<file path="src/rtl/mode_sequencer_pkg.sv">
// Shared definitions for the mode sequencer: FSM states, test-pattern mode
// codes and the bit layout of the mode_params byte.
package mode_sequencer_pkg;

  typedef enum logic [1:0] {
    ST_MANUAL = 2'd0,
    ST_DWELL  = 2'd1,
    ST_RESYNC = 2'd2
  } state_e;

  // Pattern codes carried in the mode field of mode_params.
  localparam logic [2:0] MODE_PASS = 3'd0;
  localparam logic [2:0] MODE_RAMP = 3'd1;
  localparam logic [2:0] MODE_BARS = 3'd2;
  localparam logic [2:0] MODE_XOR1 = 3'd4;
  localparam logic [2:0] MODE_XOR2 = 3'd5;
  localparam logic [2:0] MODE_XOR3 = 3'd6;

  // mode_params field positions: bit7 timing, [6:4] mode, [3:0] options.
  localparam int MP_TIMING_BIT = 7;
  localparam int MP_MODE_MSB   = 6;
  localparam int MP_MODE_LSB   = 4;
  localparam int MP_OPT_MSB    = 3;
  localparam int MP_OPT_LSB    = 0;

  // Power-on playlist contents: entry i selects mode i (truncated to 3 bits).
  function automatic logic [7:0] playlist_reset_value(input int idx);
    logic [7:0] v;
    v = '0;
    v[MP_MODE_MSB:MP_MODE_LSB] = 3'(idx);
    return v;
  endfunction

endpackage

</file>
<file path="src/rtl/mode_sequencer_playlist.sv">
// Playlist register file: one synchronous write port, one combinational
// read port. A read in the same cycle as a write returns the old contents.
module seq_playlist
  import mode_sequencer_pkg::*;
#(
  parameter int N_ENTRIES = 8,
  parameter int IW        = $clog2(N_ENTRIES)
) (
  input  logic          clk,
  input  logic          rst_n,
  input  logic          wr_en,
  input  logic [IW-1:0] wr_addr,
  input  logic [7:0]    wr_data,
  input  logic [IW-1:0] rd_addr,
  output logic [7:0]    rd_data
);

  logic [7:0] entries_q [N_ENTRIES];
  logic [7:0] entries_d [N_ENTRIES];

  // Next contents: unchanged except for the addressed entry on a write.
  always_comb begin
    // NOTE: every combinational output gets a full default first, so no path leaves it unassigned and no latch is inferred.
    entries_d = entries_q;
    if (wr_en) entries_d[wr_addr] = wr_data;
  end

  // Storage; every entry has a defined reset value so the playlist is usable straight out of reset.
  always_ff @(posedge clk) begin
    if (!rst_n) begin
      // NOTE: this register file is small and needs known contents, so it is reset like ordinary flops; a large RAM would not be.
      for (int i = 0; i < N_ENTRIES; i++) entries_q[i] <= playlist_reset_value(i);
    end else begin
      entries_q <= entries_d;
    end
  end

  assign rd_data = entries_q[rd_addr];

endmodule

</file>
<file path="src/rtl/mode_sequencer.sv">
// Mode sequencer: picks the mode_params byte for the pattern controller,
// either from a manual input or by stepping through a playlist with a
// per-entry frame dwell, and holds the sync generator in reset for a few
// cycles whenever the timing bit changes.
module mode_sequencer
  import mode_sequencer_pkg::*;
#(
  parameter  int N_ENTRIES     = 8,
  parameter  int RESYNC_CYCLES = 4,
  localparam int IW            = $clog2(N_ENTRIES)
) (
  input  logic          clk,
  input  logic          rst_n,
  input  logic          ena,
  input  logic          frame_end,
  input  logic          auto_en,
  input  logic [7:0]    manual_params,
  input  logic          cfg_we,
  input  logic [IW-1:0] cfg_addr,
  input  logic [7:0]    cfg_data,
  input  logic [IW-1:0] last_idx,
  input  logic [7:0]    dwell,
  input  logic          skip,
  input  logic [7:0]    vstep,
  output logic [7:0]    mode_params,
  output logic [7:0]    voffset,
  output logic [IW-1:0] entry_idx,
  output logic          params_strobe,
  output logic          sync_reset
);

  localparam logic [7:0] RESYNC_LAST = 8'(RESYNC_CYCLES - 1);

  // ena low behaves exactly like reset, including the playlist contents.
  logic srst_n;
  assign srst_n = rst_n & ena;

  state_e        state_q, state_d;
  logic [7:0]    mp_q, mp_d;
  logic [7:0]    vo_q, vo_d;
  logic [IW-1:0] idx_q, idx_d;
  logic [7:0]    cnt_q, cnt_d;
  logic          skip_q, skip_d;
  logic          strobe_q, strobe_d;
  logic          sync_q, sync_d;
  logic [7:0]    rcnt_q, rcnt_d;

  logic [IW-1:0] next_idx;
  logic [IW-1:0] rd_addr;
  logic [7:0]    rd_data;
  logic [7:0]    dwell_eff;
  logic [8:0]    cnt_plus;
  logic          expire;
  logic          load;
  logic [7:0]    load_val;

  seq_playlist #(.N_ENTRIES(N_ENTRIES), .IW(IW)) u_playlist (
    .clk     (clk),
    .rst_n   (srst_n),
    .wr_en   (cfg_we),
    .wr_addr (cfg_addr),
    .wr_data (cfg_data),
    .rd_addr (rd_addr),
    .rd_data (rd_data)
  );

  // Playlist addressing and dwell-expiry detection.
  always_comb begin
    next_idx  = (idx_q >= last_idx) ? '0 : idx_q + 1'b1;
    rd_addr   = (state_q == ST_DWELL) ? next_idx : '0;
    dwell_eff = (dwell == 8'd0) ? 8'd1 : dwell;
    cnt_plus  = {1'b0, cnt_q} + 9'd1;
    expire    = cnt_plus >= {1'b0, dwell_eff};
  end

  // Next-state and next-output computation for the sequencer FSM.
  always_comb begin
    state_d  = state_q;
    mp_d     = mp_q;
    vo_d     = vo_q;
    idx_d    = idx_q;
    cnt_d    = cnt_q;
    skip_d   = skip_q | skip;
    strobe_d = 1'b0;
    sync_d   = 1'b0;
    rcnt_d   = rcnt_q;
    load     = 1'b0;
    load_val = rd_data;

    case (state_q)
      ST_MANUAL: begin
        vo_d = 8'd0;
        if (frame_end) begin
          skip_d = 1'b0;
          load   = 1'b1;
          if (auto_en) begin
            load_val = rd_data;
            idx_d    = '0;
            cnt_d    = 8'd0;
            state_d  = ST_DWELL;
          end else begin
            load_val = manual_params;
          end
        end
      end
      ST_DWELL: begin
        if (frame_end) begin
          skip_d = 1'b0;
          if (!auto_en) begin
            // Leaving playlist mode wins over any pending advance.
            load     = 1'b1;
            load_val = manual_params;
            vo_d     = 8'd0;
            cnt_d    = 8'd0;
            state_d  = ST_MANUAL;
          end else if (expire || skip_q || skip) begin
            load     = 1'b1;
            load_val = rd_data;
            idx_d    = next_idx;
            cnt_d    = 8'd0;
            vo_d     = 8'd0;
          end else begin
            cnt_d = (cnt_q == 8'hFF) ? 8'hFF : cnt_q + 8'd1;
            vo_d  = vo_q + vstep;
          end
        end
      end
      ST_RESYNC: begin
        // frame_end is deliberately ignored while the sync generator is held.
        if (rcnt_q == RESYNC_LAST) begin
          state_d = auto_en ? ST_DWELL : ST_MANUAL;
        end else begin
          rcnt_d = rcnt_q + 8'd1;
          sync_d = 1'b1;
        end
      end
      default: state_d = ST_MANUAL;
    endcase

    if (load) begin
      mp_d     = load_val;
      strobe_d = (load_val != mp_q);
      if (load_val[MP_TIMING_BIT] != mp_q[MP_TIMING_BIT]) begin
        state_d = ST_RESYNC;
        rcnt_d  = 8'd0;
        sync_d  = 1'b1;
      end
    end
  end

  // All sequencer state and registered outputs, with synchronous reset.
  always_ff @(posedge clk) begin
    if (!srst_n) begin
      state_q  <= ST_MANUAL;
      mp_q     <= 8'h00;
      vo_q     <= 8'd0;
      idx_q    <= '0;
      cnt_q    <= 8'd0;
      skip_q   <= 1'b0;
      strobe_q <= 1'b0;
      sync_q   <= 1'b0;
      rcnt_q   <= 8'd0;
    end else begin
      // NOTE: clocked state uses non-blocking assignments so every flop samples pre-edge values.
      state_q  <= state_d;
      mp_q     <= mp_d;
      vo_q     <= vo_d;
      idx_q    <= idx_d;
      cnt_q    <= cnt_d;
      skip_q   <= skip_d;
      strobe_q <= strobe_d;
      sync_q   <= sync_d;
      rcnt_q   <= rcnt_d;
    end
  end

  assign mode_params   = mp_q;
  assign voffset       = vo_q;
  assign entry_idx     = idx_q;
  assign params_strobe = strobe_q;
  assign sync_reset    = sync_q;

endmodule

</file>
<file path="config.mk">
export PLATFORM = sky130hd
export DESIGN_NAME = mode_sequencer
export DESIGN_NICKNAME = d
export VERILOG_FILES = /design/src/rtl/mode_sequencer_pkg.sv /design/src/rtl/mode_sequencer_playlist.sv /design/src/rtl/mode_sequencer.sv
export SDC_FILE = /design/constraint.sdc
export NUM_CORES = 1
export LEC_CHECK = 0
export ABC_AREA = 1
export CORE_MARGIN = 4
export CORE_UTILIZATION = 40
export DETAILED_ROUTE_END_ITERATION = 16
export GPL_TIMING_DRIVEN = 1
export PLACE_DENSITY_LB_ADDON = 0.2
export SLEW_MARGIN = 20
export SYNTH_ARGS = -nofsm -noshare
export SYNTH_HDL_FRONTEND = slang
export SYNTH_SLANG_ARGS = --single-unit
</file>
<file path="constraint.sdc">
create_clock -name clk -period 2.7 [get_ports clk]
set_clock_uncertainty 0.2 [all_clocks]
set_input_delay 0.405 -clock clk [delete_from_list [all_inputs] [get_ports clk]]
set_output_delay 0.405 -clock clk [all_outputs]
set_load 0.02 [all_outputs]
</file>
### I/O pins on the die edge

Drawn at 4 px/µm. Pins as bars across the die edge, other pins in grey.
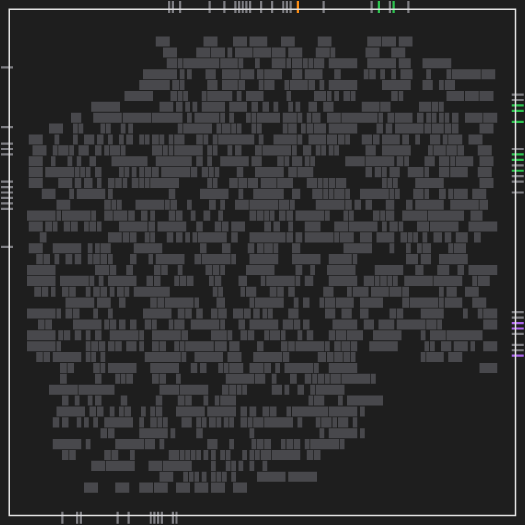
port	colour	pins	direction	edge
vstep	green	8	input	6 east, 2 north
last_idx	purple	3	input	east
skip	orange	1	input	north
all pins by edge	22 north, 21 east, 12 west, 11 south

### Routing congestion

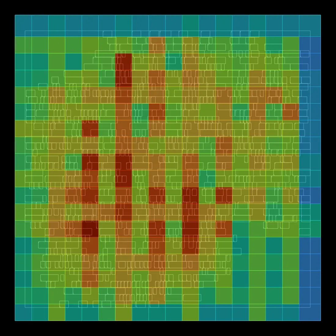
met1 Usage GRT: 25.1%
busiest grt layer: met2
wire per inst: 13.5 µm
GR Layer Usage met3: 3.94%
post-layout util: 54.3%

### Wiring heat map

Drawn at 3 px/µm. 25 x 25 tiles, from dark blue (low) to red (high), scaled to the fullest tile. Values are wire area over tile area, all layers added.
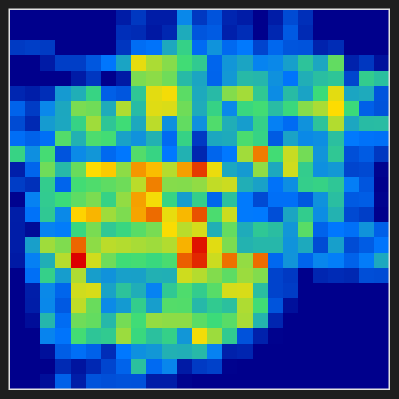
mean over tiles	0.14
densest ninth of the die	centre
emptiest ninth of the die	south-east
nearly empty tiles	19%
total track usage: 18.3%
DR vias: 5298
final WL: 14500 µm

### Signal wires on met3

Drawn at 4 px/µm. Cells faint in the background.
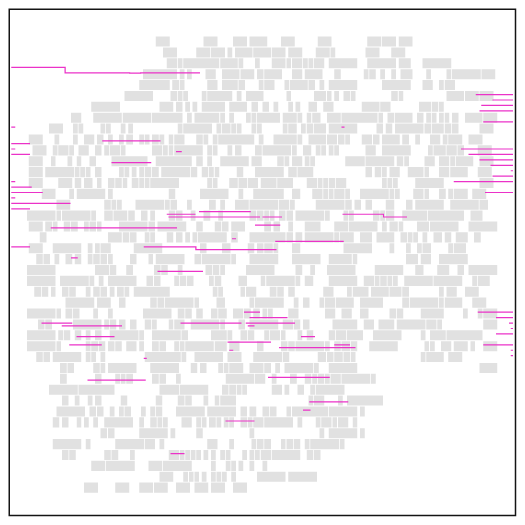
main direction	horizontal
nets with wire on the layer	57
share of all routed wire	4.0%
wire length on this layer	578 µm

### M2 wires

Drawn at 4 px/µm. Cells faint in the background.
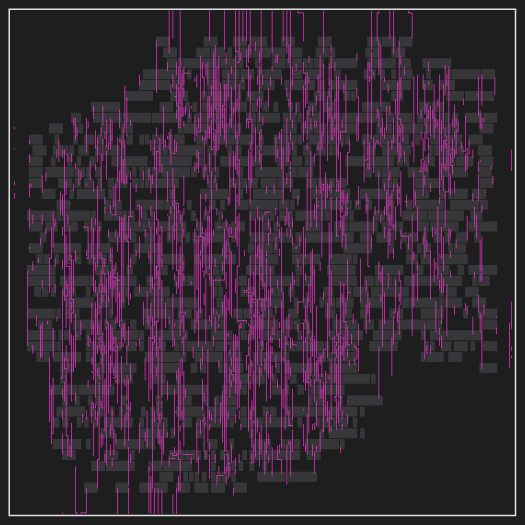
main direction	vertical
wire length on this layer	6590 µm
share of all routed wire	45%

-- layer usage --
| metal | routed length (µm) | vias to the layer above | GRT usage [%] |
|---|---|---|---|
| li1 | - | 2797 | - |
| met5 | 0 | - | 0 |
| met2 | 6590 | 96 | 28.7 |
| met4 | 225 | 0 | 6.25 |
| met3 | 577 | 15 | 3.94 |
| met1 | 7140 | 2390 | 25.1 |
-- power breakdown --
part / internal (µW) / total [µW] / switching, µW
Clock: 681 / 1290 / 607
Combinational: 185 / 426 / 241
Sequential: 1550 / 1570 / 11.5
Total: 2420 / 3280 / 860
-- repair_timing --
item,in CTS,in global routing
gates cloned,0,1
setup endpoints to repair,11,35
pin swaps,1,20
resized,4,48
buffers inserted,0,2
-- synth_stat cells (4+ instances only) --
library cell  count
nand2_1         156
inv_1           126
dfxtp_1         104
a21oi_1          92
nand3_1          68
o21ai_0          67
nor2_1           41
ha_1             21
clkbuf_1         17
xor2_1           14
o211ai_1         13
nand4_1          11
nand2_2           6
buf_2             5
inv_2             5
nor2_2            5
nand3b_1          4
xnor2_1           4
-- worst paths after layout --
check | startpoint | end | cells past startpoint
min | u_playlist.entries_q[63] | u_playlist.entries_q[63] | 2
max reg2reg | cnt_q[0] | rcnt_q[4] | 17
max | last_idx[1] | rcnt_q[4] | 18
min reg2reg | u_playlist.entries_q[63] | u_playlist.entries_q[63] | 2
-- area by class of cell --
| class | instances | area [µm²] | area share [%] |
|---|---|---|---|
| sequential | 104 | 2090 | 28.6 |
| clock inverter | 5 | 38.8 | 0.531 |
| multi-input combinational | 534 | 3070 | 42.0 |
| inverter | 133 | 504 | 6.91 |
| clock buffer | 11 | 253 | 3.46 |
| timing repair buffer | 115 | 1130 | 15.5 |
| tap | 176 | 220 | 3.02 |
==> impl_metrics.py <==
# Generated from Yosys and OpenROAD reports
metrics = {
    "status": {
        "status": "finished clean",
    },
    "logic_synthesis": {
        "ys_sh_mux_pct": 0,
        "top_cells_by_area": "dfxtp_1, nand2_1, inv_1",
        "ys_seq_share_pct": 37.3,
        "edf_count": 0,
        "top_area_cell": "dfxtp_1",
        "postSynthCellCount": 799,
        "yosysWarnings": 0,
        "top_cell_area_share_pct": 37.3,
        "flop_cell": "dfxtp_1",
        "syn_area_um2": 5590,
        "async_reset_ff_share_pct": 0,
        "ys_sh_adder_pct": 5.06,
        "topCombFamilyByArea": "simple AND/OR/NAND/NOR gates",
        "syn_nets": 866,
        "ys_area_um2": 5590,
        "ys.flops": 104,
        "yosysUniqueCellTypes": 40,
        "simple_gate_area_share_pct": 26.0,
        "xor_share_pct": 2.82,
    },
    "clock_network": {
        "htree_levels": 3,
        "clkSinkCount": 104,
        "root_buffer": "clkbuf_16",
        "cts-buffers-inserted": 9,
        "cts_tree": "built",
        "clock_latency_ns": 0.36,
        "cts_hold_buf": 0,
    },
    "cells_and_area": {
        "layout_top_cells": "nand2_1, inv_1, dfxtp_1",
        "largest_register_ffs": 64,
        "num_antenna_cells": 0,
        "largest_register": "u_playlist.entries_q",
        "lay_top_count": "nand2_1",
        "syn_to_final_growth_pct": 30.6,
        "fin_nets": 964,
        "stdcell_count": 1078,
        "drive_gt1_share_pct": 14.1,
        "nFillCells": 1327,
    },
    "final_timing": {
        "fin_hold_ws_ns": 0.251,
        "setup_ws_ns": 0.136,
        "fmax_mhz": 390,
        "slew_viol_final": 0,
        "finalWorstPathRequiredPeriod_ns": 2.56,
        "slew_headroom_pct": 67.0,
        "setup_viol": 0,
        "worstMarginPinSlew_ns": 0.494,
        "final-hold-violation-count": 0,
        "finalCritPeriodShare_pct": 95.0,
        "rsz0062_at_grt": "true",
    },
    "floorplanning": {
        "fp_util_pct": 41.5,
        "die_w_um": 126,
        "rows": 42,
        "die_h_um": 126,
        "coreArea_um2": 13500,
        "dieArea_um2": 15900,
    },
    "global_routing": {
        "grt_pass1_wl_um": 24100,
        "first_global_vias": 4928,
        "grt_max_degree": 71,
        "overflow": 0,
    },
    "worst_setup_path": {
        "worst_path_largest_cell_delay_ns": 0.46,
        "cp_slowest_cell": "clkdlybuf4s50_1",
        "crit_path_frequent_cell": "nand3_2",
        "critPathTopFamily": "simple AND/OR/NAND/NOR gates",
        "start_kind": "input pin",
        "reg2reg_slack_ns": 0.14,
        "worstPathArrival_ns": 2.61,
        "critPathRequiredTime_ns": 2.75,
        "critPathKind": "in2reg",
        "worstPathMaxFanout": 6,
        "cp_cell_sequence": "clkdlybuf4s50_1, inv_1, ha_1, nand2_1, inv_2, nand2_4, nand3_4, inv_6, buf_6, nand2_1, nand3_2, nand3_2, nand3_2, nand2_2, nand2_2, nand4_4, nand3_4, nor2_1",
        "cp.buffers_inverters": 5,
    },
    "pwr": {
        "leakagePower_uw": 0.00312,
        "cellPowerDensity_nw_per_um2": 449,
        "power_uw": 3280,
        "peakVddDrop_mv": 0.398,
    },
    "job": {
        "drv_cap": 0,
        "tool_warnings": 28,
    },
    "route": {
        "firstDrtPassIters": 4,
        "ant_nets": 0,
        "remaining_drc_errors": 0,
        "vias_per_cell": 4.91,
        "drtIter0Drc": 262,
    },
    "placed_design": {
        "hpwl_um": 10300,
        "dpl-instance-area_um2": 6750,
        "globalplace.congestion": 0.829,
        "dp.cells": 1059,
        "dp_slack_ns": -0.409,
    },
    "worst_hold_path": {
        "worstHoldPathType": "reg2reg",
    },
}
No activity file was given, so power comes from the tool's default toggle rates.
